[config.mk]
export PLATFORM = sky130hd
export DESIGN_NAME = adat_frame_scheduler
export DESIGN_NICKNAME = d
export VERILOG_FILES = /design/src/rtl/adat_frame_scheduler.sv
export SDC_FILE = /design/constraint.sdc
export NUM_CORES = 1
export LEC_CHECK = 0
export CAP_MARGIN = 20
export CELL_PAD_IN_SITES_DETAIL_PLACEMENT = 1
export CELL_PAD_IN_SITES_GLOBAL_PLACEMENT = 2
export CORE_MARGIN = 5
export CORE_UTILIZATION = 24
export CTS_BUF_LIST = sky130_fd_sc_hd__clkbuf_16
export CTS_CLUSTER_DIAMETER = 60
export DETAILED_ROUTE_END_ITERATION = 12
export PLACE_DENSITY = 0.94
export SYNTH_ARGS = -nofsm -noshare
export SYNTH_HDL_FRONTEND = slang
export SYNTH_SLANG_ARGS = --single-unit
[constraint.sdc]
create_clock -name clk_x4_i -period 4.5 [get_ports clk_x4_i]
set_clock_uncertainty 0.1 [all_clocks]
set_input_delay 1.125 -clock clk_x4_i [delete_from_list [all_inputs] [get_ports clk_x4_i]]
set_output_delay 1.125 -clock clk_x4_i [all_outputs]
set_load 0.005 [all_outputs]
[src/rtl/adat_frame_scheduler.sv]
// Packs per-channel USB audio samples into 256-bit frames in the ADAT encoder's circular frame RAM.
// Latency: RAM write one cycle after acceptance; frame index, underrun and resync pulses one cycle after cause.
// Backpressure: sample_ready_o low while the write slot equals the encoder read slot. Stats macro: ADAT_FRAME_SCHEDULER_STATS_EN.
module adat_frame_scheduler #(
  parameter int CIRC_BUF_BITS = 3,
  parameter int CHANNELS      = 8,
  parameter int SAMPLE_BITS   = 24
) (
  input  logic                       clk_x4_i,
  input  logic                       rst_ni,
  input  logic                       sample_valid_i,
  output logic                       sample_ready_o,
  input  logic                       sample_first_i,
  input  logic [SAMPLE_BITS-1:0]     sample_data_i,
  input  logic [CIRC_BUF_BITS+7:0]   enc_read_addr_i,
  output logic                       ram_wr_en_o,
  output logic [CIRC_BUF_BITS+2:0]   ram_wr_addr_o,
  output logic [31:0]                ram_wr_data_o,
  output logic [CIRC_BUF_BITS-1:0]   last_good_frame_idx_o,
  output logic                       underrun_o,
  output logic                       resync_o,
  output logic [15:0]                overrun_cnt_o,
  output logic [15:0]                underrun_cnt_o
);

  localparam int SB = CIRC_BUF_BITS;
  localparam logic [2:0]    LAST_CH  = 3'(CHANNELS - 1);
  localparam logic [SB-1:0] SLOT_ONE = SB'(1);

  typedef enum logic {StWaitSync, StFill} state_t;

  state_t        state_q, state_d;
  logic [SB-1:0] wr_slot_q, wr_slot_d;
  logic [SB-1:0] last_good_q, last_good_d;
  logic [SB-1:0] rd_slot_in, rd_slot_q, rd_prev_q;
  logic [2:0]    ch_q, ch_d, wr_ch;
  logic          accept, do_write, resync_d, underrun_det, overrun;
  logic          unused_addr_bits;

  assign rd_slot_in       = enc_read_addr_i[SB+7:8];
  assign unused_addr_bits = ^enc_read_addr_i[7:0];

  // The encoder has just stepped onto the slot after the last complete frame.
  assign underrun_det = (rd_slot_q != rd_prev_q) && (rd_slot_q == last_good_q + SLOT_ONE);
  assign sample_ready_o = (state_q == StWaitSync) ? 1'b1 : (wr_slot_q != rd_slot_q);
  assign accept  = sample_valid_i && sample_ready_o;
  assign overrun = sample_valid_i && !sample_ready_o;

  // Next-state: frame alignment, channel counting, commit and underrun recovery.
  always_comb begin
    state_d     = state_q;
    wr_slot_d   = wr_slot_q;
    last_good_d = last_good_q;
    ch_d        = ch_q;
    wr_ch       = ch_q;
    do_write    = 1'b0;
    resync_d    = 1'b0;
    case (state_q)
      StWaitSync: begin
        if (accept && sample_first_i) begin
          do_write = 1'b1;
          wr_ch    = 3'd0;
          ch_d     = 3'd1;
          state_d  = StFill;
        end
      end
      StFill: begin
        if (accept) begin
          if (sample_first_i && ch_q != 3'd0) begin
            // Restart the frame in the same slot; the partial data is overwritten.
            do_write = 1'b1;
            wr_ch    = 3'd0;
            ch_d     = 3'd1;
            resync_d = 1'b1;
          end else if (!sample_first_i && ch_q == 3'd0) begin
            state_d = StWaitSync;
          end else begin
            do_write = 1'b1;
            ch_d     = ch_q + 3'd1;
            if (ch_q == LAST_CH) begin
              last_good_d = wr_slot_q;
              wr_slot_d   = wr_slot_q + SLOT_ONE;
              ch_d        = 3'd0;
            end
          end
        end
      end
      default: state_d = StWaitSync;
    endcase
    // Underrun overrides everything, including a commit in the same cycle.
    if (underrun_det) begin
      state_d     = StWaitSync;
      wr_slot_d   = rd_slot_q + SLOT_ONE;
      ch_d        = 3'd0;
      last_good_d = last_good_q;
      do_write    = 1'b0;
      resync_d    = 1'b0;
    end
  end

  // State, read-slot tracking and registered RAM write port.
  always_ff @(posedge clk_x4_i) begin
    if (!rst_ni) begin
      state_q       <= StWaitSync;
      wr_slot_q     <= SLOT_ONE;
      last_good_q   <= '0;
      ch_q          <= 3'd0;
      rd_slot_q     <= rd_slot_in;
      rd_prev_q     <= rd_slot_in;
      ram_wr_en_o   <= 1'b0;
      ram_wr_addr_o <= '0;
      ram_wr_data_o <= '0;
      underrun_o    <= 1'b0;
      resync_o      <= 1'b0;
    end else begin
      state_q       <= state_d;
      wr_slot_q     <= wr_slot_d;
      last_good_q   <= last_good_d;
      ch_q          <= ch_d;
      rd_slot_q     <= rd_slot_in;
      rd_prev_q     <= rd_slot_q;
      ram_wr_en_o   <= do_write;
      ram_wr_addr_o <= {wr_slot_q, wr_ch};
      ram_wr_data_o <= {{(32-SAMPLE_BITS){1'b0}}, sample_data_i};
      underrun_o    <= underrun_det;
      resync_o      <= resync_d;
    end
  end

  assign last_good_frame_idx_o = last_good_q;

`ifdef ADAT_FRAME_SCHEDULER_STATS_EN
  logic [15:0] overrun_cnt_q, underrun_cnt_q;

  // Saturating stall and underrun statistics.
  always_ff @(posedge clk_x4_i) begin
    if (!rst_ni) begin
      overrun_cnt_q  <= '0;
      underrun_cnt_q <= '0;
    end else begin
      if (overrun && overrun_cnt_q != 16'hFFFF)
        overrun_cnt_q <= overrun_cnt_q + 16'd1;
      if (underrun_det && underrun_cnt_q != 16'hFFFF)
        underrun_cnt_q <= underrun_cnt_q + 16'd1;
    end
  end

  assign overrun_cnt_o  = overrun_cnt_q;
  assign underrun_cnt_o = underrun_cnt_q;
`else
  logic unused_overrun;
  assign unused_overrun = overrun;
  assign overrun_cnt_o  = 16'd0;
  assign underrun_cnt_o = 16'd0;
`endif

endmodule

### Sequential cells grouped by signal name

Other sequential cells in the stronger grey, the rest of the logic in the fainter grey.
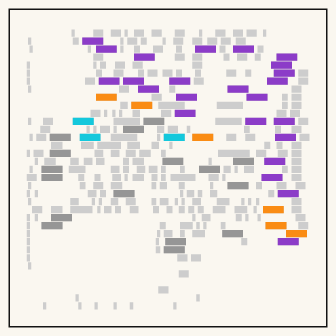
- cyan: last_good_frame_idx_o (sequential cells 3)
- purple: ram_wr_data_o (sequential cells 24)
- orange: ram_wr_addr_o (sequential cells 6)
Seq. cell area: 981 µm²
Seq/total area: 32.1%
P_seq: 0.466 mW

### Port wiring

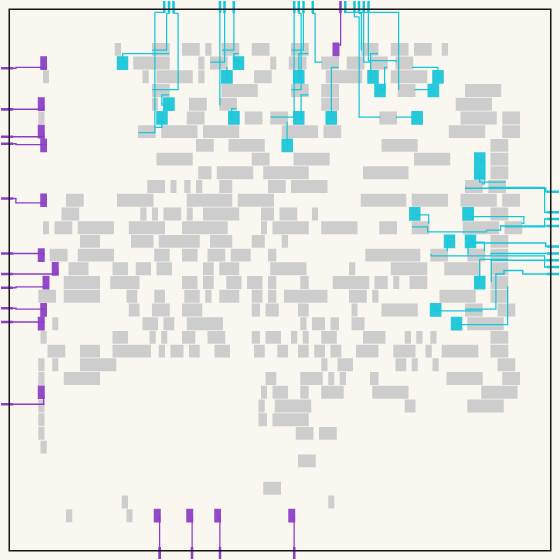
- cyan: sample_data_i (bits 24; direction input; edge 15 top, 9 right; end cells 24; buffers 24; wire 583 µm)
- purple: overrun_cnt_o (bits 16; direction output; edge 11 left, 4 bottom, 1 top; end cells 16; buffers 0; wire 113 µm)
number of port buffers: 67
io pins: 116

### Placed standard cells

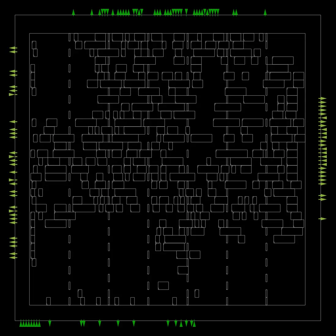
Finished Layout Cells: 406
well tap count: 111
number of core rows: 35
FILL cells: 1064
Core ar.: 9200 µm²

==> results.cfg <==
; generated from flow reports
[run_status]
status = completed

[synth]
yosysWarningCount = 0
edf_count = 0
most_common_cell = dfxtp_1
yosys_area_um2 = 2260
synth_cells = 227
synthTopCellsByCount = dfxtp_1 (49), buf_4 (40), and2_1 (25)
ys_seq_share_pct = 43.4
synth.top_cell.area_share_pct = 43.4
numSynthFlops = 49
syn_area_um2 = 2260

[sta]
slew_viol_final = 0
clock.fmax_mhz = 299
rsz0062_at_grt = false
max_slew.worst_pin.slew_ns = 0.766
hold_ws_ns = 0.378
slew_headroom_pct = 48.4
tns_ns = 0

[worst_setup_path]
crit_slowest_cell = a2111oi_0
path_cells = ha_1, xnor2_1, nand2_1, nor2_4, mux2_2, ha_1, nand2b_1, nor4_1, a2111oi_0, nand4_1, o211a_1
path_class = flop to flop
slowest_delay_ns = 0.50
cp.arrival_ns = 3.42
worstReg2RegEnd = wr_slot_q[2]
critical_path.max_fanout = 6
required_ns = 4.58
reg2reg_depth = 11

[drt]
wl_met1_mm = 2.16
drt_iter0_markers = 48
num_vias = 1608
drc = 0
final_antenna_net_count = 0
routedWlPerCell_um = 12.7
wl_met3_um = 366
highest_layer = met4
wl_met2_mm = 2.60
vias_per_cell = 3.96

[global_routing]
grt_most_used_layer = met2
antenna_found_initial = 0
grt_pass1_vias = 1693
grt_start_max_net_pins = 22
use_met2_pct = 15.4
grt.overflow.total = 0
grtUsageMet3_pct = 2.95

[pwr]
swShare_pct = 22.5
powerDensity_nw_per_um2 = 335
intPower_mw = 0.792
p_comb_share_pct = 13.1
power_leader = registers
clkPwrFrac_pct = 41.3
p_switching_mw = 0.231

[cts]
cts_tree = built
hold_buffers = 0
cts_setup_buffers = 0
cts.sinks = 49
cts_buffer_depth = 2
clock_latency_ns = 0.28
h-tree-depth = 2
cts_resized = 0

[finish]
final_area_um2 = 3050
postLayoutCoreUtil_pct = 33.2
largest_register_ff_count = 24
nets = 340
drive_gt1_share_pct = 7.80

[worst_hold_path]
hp-class = flop to flop
min_path_cells = 2
holdPathEnd = ram_wr_addr_o[2]

[job]
maxCapViolations = 0
warnings = 36

[place]
dpl.hpwl_mm = 4.10
place_congestion = 0.804
post-place-cells = 398
dpl_cell_area_um2 = 2880

[die]
die_w_um = 107
chipArea_um2 = 11500
chipHeight_um = 107
fp-utilization_pct = 24.6
-- cells in the final DEF, fill, tap and decap left out, drive strengths merged, types with 2 or more instances in the layout --
master / instances
and2: 27
xor2: 7
nor3b: 2
xnor2: 2
nand4: 2
dfxtp: 49
nand2: 11
mux2i: 6
conb: 40
o21a: 2
inv: 9
nor2: 12
or3: 3
clkdlybuf4s50: 67
o21ai: 3
nor2b: 2
nor3: 4
a21oi: 3
clkbuf: 5
mux2: 6
nand2b: 6
ha: 7
-- cell families (layout without fill, tap and decap cells) --
family / after synthesis / in the layout / synth area share (%)
AOI/OAI and AO/OA: 18 / 18 / 6.31
xor gates and xnor gates: 10 / 10 / 4.81
adders and majority gates: 7 / 7 / 3.87
buffers and inverters: 56 / 85 / 16.6
DFF: 49 / 49 / 43.4
muxes: 12 / 12 / 5.64
other: 1 / 40 / 0.166
and+or+nand+nor: 74 / 74 / 19.2
-- layout make-up --
cell class | instances | area (µm²) | share of cell area [%]
multi-input cells | 161 | 1050 | 34.4
flip-flops and latches | 49 | 981 | 32.1
repair buffers | 68 | 678 | 22.2
well taps | 111 | 139 | 4.55
clock buffers | 5 | 125 | 4.10
clock inverters | 3 | 46.3 | 1.52
inverters | 9 | 33.8 | 1.11
-- worst max-delay path by stage --
stage	from	slack, ns	cells after the start	endpoint
floorplan	last_good_frame_idx_o[0]	1.70	11	wr_slot_q[2]
global placement	sample_first_i	1.23	7	wr_slot_q[1]
detailed placement	sample_first_i	1.21	7	wr_slot_q[2]
CTS	last_good_frame_idx_o[0]	1.19	11	wr_slot_q[2]
global route	last_good_frame_idx_o[0]	0.89	11	wr_slot_q[2]
finish	last_good_frame_idx_o[0]	1.15	11	wr_slot_q[2]
Power is estimated from default activity; no workload was simulated.
